<file path="src/rtl/pic_pkg.sv">
// Shared types and constants for the interrupt acknowledge sequencer.
package pic_pkg;

  localparam int IR_W  = 3;
  localparam int IRQ_N = 8;

  // After reset IR7 is the lowest priority, so IR0 is the highest.
  localparam logic [IR_W-1:0] LAST_SERVICED_RST = 3'b111;

  // Level reported for an acknowledge that has no live request behind it.
  localparam logic [IR_W-1:0] SPURIOUS_LEVEL = 3'b111;

  typedef enum logic [1:0] {
    ST_IDLE,
    ST_REQ,
    ST_ACK1,
    ST_ACK2
  } state_e;

endpackage

</file>
<file path="src/rtl/isr_eoi_scan.sv">
// Finds the highest-priority set in-service bit. The scan starts just above
// the lowest-priority level and wraps around.
module isr_eoi_scan
  import pic_pkg::*;
(
  input  logic [IRQ_N-1:0] isr,
  input  logic [IR_W-1:0]  last_serviced,
  output logic [IR_W-1:0]  level,
  output logic             found
);

  logic [IR_W-1:0] idx;

  // Walk the levels in priority order and keep only the first set bit.
  always_comb begin
    // NOTE: every output of a combinational block gets a default first so
    // that no path leaves it unassigned, which would infer a latch.
    found = 1'b0;
    level = '0;
    idx   = '0;
    for (int i = 0; i < IRQ_N; i++) begin
      // The narrow add wraps modulo IRQ_N on its own.
      idx = last_serviced + IR_W'(i + 1);
      if (!found && isr[idx]) begin
        found = 1'b1;
        level = idx;
      end
    end
  end

endmodule

</file>
<file path="src/rtl/inta_sequencer.sv">
// Interrupt acknowledge sequencer: raises int_out, runs the two-pulse INTA
// protocol, drives the vector byte and maintains the in-service register
// together with EOI handling and priority rotation.
module inta_sequencer
  import pic_pkg::*;
(
  input  logic             clk,
  input  logic             rst_n,
  input  logic             intflag,
  input  logic [IR_W-1:0]  priority_id,
  input  logic             rotating_priority,
  input  logic             aeoi,
  input  logic [4:0]       vec_base,
  input  logic             inta_n,
  input  logic             eoi_valid,
  input  logic             eoi_specific,
  input  logic [IR_W-1:0]  eoi_level,
  input  logic             eoi_rotate,
  output logic             int_out,
  output logic [IRQ_N-1:0] isr,
  output logic [IR_W-1:0]  last_serviced,
  output logic [IRQ_N-1:0] irr_clear,
  output logic [7:0]       data_out,
  output logic             data_oe
);

  state_e           state_q;
  logic             inta_q;
  logic             int_out_q;
  logic [IRQ_N-1:0] isr_q, isr_d;
  logic [IR_W-1:0]  last_q, last_d;
  logic [IRQ_N-1:0] irr_clear_q;
  logic [7:0]       data_out_q;
  logic [IR_W-1:0]  level_q;
  logic             spurious_q;

  logic             inta_fall;
  logic             inta_rise;
  logic             ack_set;
  logic [IR_W-1:0]  scan_level;
  logic             scan_found;

  assign inta_fall = inta_q & ~inta_n;
  assign inta_rise = ~inta_q & inta_n;

  // A live request at the first INTA falling edge claims its level.
  assign ack_set = (state_q == ST_REQ) && inta_fall && intflag;

  // Non-specific EOI looks at isr before any same-cycle acknowledge set.
  isr_eoi_scan u_scan (
    .isr           (isr_q),
    .last_serviced (last_q),
    .level         (scan_level),
    .found         (scan_found)
  );

  // Next in-service bits and rotation point: automatic EOI, then the EOI
  // command, then the acknowledge set, so a set to the same bit wins.
  always_comb begin
    isr_d  = isr_q;
    last_d = last_q;

    if ((state_q == ST_ACK2) && inta_rise && aeoi && !spurious_q) begin
      isr_d[level_q] = 1'b0;
      if (rotating_priority) begin
        last_d = level_q;
      end
    end

    if (eoi_valid) begin
      if (eoi_specific) begin
        isr_d[eoi_level] = 1'b0;
        if (eoi_rotate) begin
          last_d = eoi_level;
        end
      end else if (scan_found) begin
        isr_d[scan_level] = 1'b0;
        if (eoi_rotate) begin
          last_d = scan_level;
        end
      end
    end

    if (ack_set) begin
      isr_d[priority_id] = 1'b1;
    end
  end

  // Acknowledge FSM with registered outputs and INTA edge history.
  always_ff @(posedge clk or negedge rst_n) begin
    if (!rst_n) begin
      state_q     <= ST_IDLE;
      inta_q      <= 1'b1;
      int_out_q   <= 1'b0;
      isr_q       <= '0;
      last_q      <= LAST_SERVICED_RST;
      irr_clear_q <= '0;
      data_out_q  <= '0;
      level_q     <= SPURIOUS_LEVEL;
      spurious_q  <= 1'b0;
    end else begin
      // NOTE: sequential state uses non-blocking assignments so every
      // register samples pre-edge values regardless of statement order.
      inta_q      <= inta_n;
      isr_q       <= isr_d;
      last_q      <= last_d;
      irr_clear_q <= '0;

      unique case (state_q)
        ST_IDLE: begin
          if (intflag) begin
            state_q   <= ST_REQ;
            int_out_q <= 1'b1;
          end
        end
        ST_REQ: begin
          if (inta_fall) begin
            state_q   <= ST_ACK1;
            int_out_q <= 1'b0;
            if (intflag) begin
              level_q     <= priority_id;
              spurious_q  <= 1'b0;
              irr_clear_q <= IRQ_N'(1) << priority_id;
            end else begin
              level_q    <= SPURIOUS_LEVEL;
              spurious_q <= 1'b1;
            end
          end
        end
        ST_ACK1: begin
          if (inta_fall) begin
            state_q    <= ST_ACK2;
            data_out_q <= {vec_base, level_q};
          end
        end
        ST_ACK2: begin
          if (inta_rise) begin
            state_q <= ST_IDLE;
          end
        end
        default: state_q <= ST_IDLE;
      endcase
    end
  end

  assign int_out       = int_out_q;
  assign isr           = isr_q;
  assign last_serviced = last_q;
  assign irr_clear     = irr_clear_q;
  assign data_out      = data_out_q;
  assign data_oe       = (state_q == ST_ACK2);

endmodule
</file>
<file path="config.mk">
export PLATFORM = sky130hd
export DESIGN_NAME = inta_sequencer
export DESIGN_NICKNAME = d
export VERILOG_FILES = /design/src/rtl/pic_pkg.sv /design/src/rtl/isr_eoi_scan.sv /design/src/rtl/inta_sequencer.sv
export SDC_FILE = /design/constraint.sdc
export NUM_CORES = 1
export LEC_CHECK = 0
export ABC_AREA = 0
export CELL_PAD_IN_SITES_DETAIL_PLACEMENT = 1
export CELL_PAD_IN_SITES_GLOBAL_PLACEMENT = 2
export CORE_UTILIZATION = 37
export CTS_BUF_LIST = sky130_fd_sc_hd__clkbuf_2
export CTS_CLUSTER_DIAMETER = 200
export CTS_CLUSTER_SIZE = 16
export DETAILED_ROUTE_END_ITERATION = 12
export PLACE_DENSITY_LB_ADDON = 0.1
export SYNTH_ARGS = -nofsm -noshare
export SYNTH_HDL_FRONTEND = slang
export SYNTH_SLANG_ARGS = --single-unit
</file>
<file path="constraint.sdc">
create_clock -name clk -period 9.4 [get_ports clk]
set_input_delay 0.94 -clock clk [delete_from_list [all_inputs] [get_ports clk]]
set_output_delay 0.94 -clock clk [all_outputs]
set_load 0.01 [all_outputs]
</file>
==> impl_metrics.tcl <==
# yosys + openroad results
set metrics [dict create \
    avgSynthCellArea_sq_um 9.68 \
    grt_setup_unrepaired "no" \
    p_leak_nw 1.31 \
    cts-root-buf "clkbuf_2" \
    max_cap_viol_count 0 \
    numCtsBuffers 5 \
    final-seq-area_sq_um 885 \
    async_reset_ff_share_pct 100 \
    hp-start "data_out[6]" \
    cts_buffer_depth 2 \
    edf_count 0 \
    end_kind "flop" \
    critPathCapture "isr[4]" \
    holdPathStages 1 \
    nFillCells 844 \
    worst_pin_slew_ns 0.814 \
    synth_cells 286 \
    tritoncts "yes" \
    yosysUniqueCellTypes 57 \
    max_freq_ghz 0.270 \
    clkSinkCount 35 \
    r2r_slack_ns 5.69 \
    place_ws_ns 5.69 \
    antenna_left 0 \
    postLayoutCellArea_sq_um 3360 \
    dr.first_iter.drc_count 115 \
    ys.flops 35 \
    peakVddDrop_mv 0.128 \
    vias_per_cell 5.78 \
    outcome "complete, no violations" \
    clock_latency_ns 0.40 \
    drt_first_pass_iters 4 \
    warnings 31 \
    antenna_found_initial 0 \
    tns_ns 0 \
    route.detailed.drc 0 \
    setup_slack_ns 5.69 \
    topCombFamilyByArea "multiplexers" \
    coreArea_sq_um 7250 \
    yosys_area_sq_um 2770 \
    grt_max_degree 36 \
    path_class "reg2reg" \
    flop_cell "dfrtp_1" \
    area_growth_pct 21.5 \
    min_period_ns 3.71 \
    fin_util_pct 46.4 \
    clk_pin_slew_worst_paths_ns 0.23 \
    dr_total_vias 2468 \
    fp_util_pct 38.2 \
    cp-startpoint "last_serviced[0]" \
    required_ns 9.70 \
    mostFrequentLayoutCell "clkdlybuf4s50_1" \
    die_area_sq_um 7830 \
    die_y_microns 88.5 \
    wl_microns 8310 \
    overflow 0 \
    hold_viol_final 0 \
    hold_path.class "reg2reg" \
    ys_cells 286 \
    yosysSeqAreaShare_pct 32.0 \
    instances_no_fill 427 \
    grt_use_total_pct 22.9 \
    grt_pass1_vias 2451 \
    portBuffers 48 \
    ys_sh_simple_pct 16.8 \
    slew_headroom_pct 45.7 \
    hpwl_microns 6180 \
    finalClockPeriodUsage_pct 39.4 \
    r2r-end "isr[4]" \
    placed_cells_incl_taps 419 \
    syn_nets 313 \
    drive_gt1_share_pct 16.2 \
    cellPowerDensity_nw_per_um2 404 \
    cts.htree.levels 2 \
    ios 49 \
    num_rows 31 \
    reg2reg_from "last_serviced[0]" \
    grt_pass1_wl_microns 13300 \
    power.total_mw 1.36 \
    skew_ns 0.0179 \
    antenna_cells 0 \
    slew_violations 0 \
    start_kind "flop" \
    finalWeightedCongestion 0.879 \
    finalNetCount 354 \
    xor_share_pct 1.27 \
]
## where the power goes
part           total [mW]  switching (mW)  internal (mW)
Combinational       0.916           0.483          0.433
Clock               0.108          0.0620         0.0458
Sequential          0.335           0.123          0.212
## sequential cells by signal, indices dropped and copies added (netlist names), 2 cells and up
signal,cells
data_out,8
irr_clear,8
isr,8
last_serviced,3
level_q,3
state_q,2
## metal layers
layer  part of all wire (%)  vias to the layer above  GRT usage [%]
li1                       -                     1161              -
met1                     48                     1226           33.5
met2                     45                       70           35.2
met3                    5.4                       11           4.01
met4                    1.3                        0           5.43
met5                      0                        -              0
## Yosys cell counts (13+ instances only)
master,n,area [sq um]
mux4_2,13,293
nor2_1,23,86.3
dfrtp_1,28,701
mux2_2,14,158
a31oi_1,13,81.3
mux2i_1,13,130
inv_1,18,67.6
nor3_1,15,75.1
o21ai_0,14,70.1
nand2_1,15,56.3
a21oi_1,13,65.1
## worst max-delay path: stages (launching register included)
cell and delay [ns]:
dfstp_2 0.89, inv_2 0.14, ha_1 0.47, inv_1 0.22, mux4_2 0.53, a22o_1 0.29
a211oi_1 0.31, a211oi_1 0.15, nor4_1 0.46, a21oi_1 0.15
## final cells by class
| class | instances | area share, % |
|---|---|---|
| repair buffers | 48 | 14.1 |
| multi-input cells | 218 | 51.6 |
| clock inverters | 3 | 1.38 |
| inverters | 19 | 2.12 |
| flip-flops and latches | 35 | 26.3 |
| clock buffers | 5 | 0.744 |
| well taps | 99 | 3.68 |
## cells by family (layout without fill, tap and decap cells)
kind of cell / count (synthesis) / in the layout
flip-flops: 35 / 35
XOR/XNOR: 4 / 4
AND/OR/NAND/NOR: 87 / 87
AND-OR/OR-AND: 75 / 75
multiplexers: 45 / 45
adder cells (fa/ha/maj): 7 / 7
buffers and inverters: 33 / 75
wires.png
(4 px per micron)
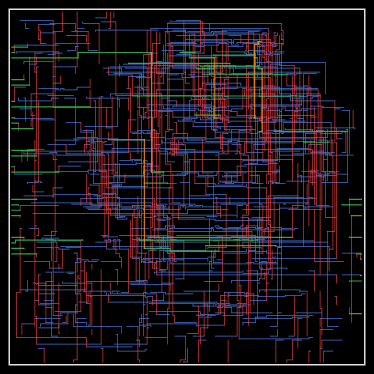
green -> metal 3  # wire length 448 microns
red -> metal 2  # wire length 3720 microns
orange -> metal 4  # wire length 108 microns
blue -> metal 1  # wire length 4030 microns

congestion.png
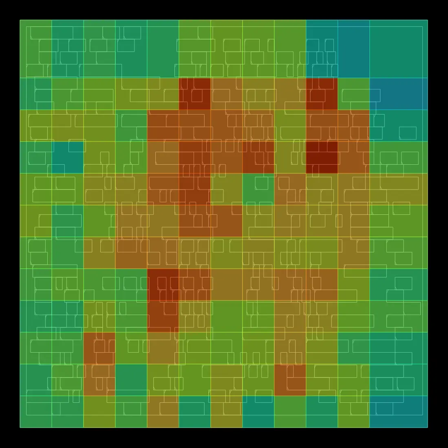
met2 usage: 35.2%
routed length per instance: 19.5 microns
M3 GR Usage: 4.01%

detail.png
Window x 56 to 76, y 12 to 32 microns. Cells in gray, sequential cells in the stronger gray; small squares are vias.
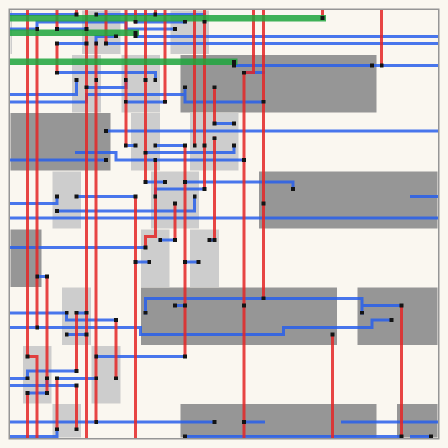
green -> metal 3
blue -> metal 1
red -> metal 2
cells with their middle in the window = 19
most frequent = nor2_1 (7), dfrtp_1 (5)
netlist names of flops here include = `isr` (3), `irr_clear` (2)
sequential cells in the window = 5

Power figures rest on the tool's default switching activity, not on a simulated workload.
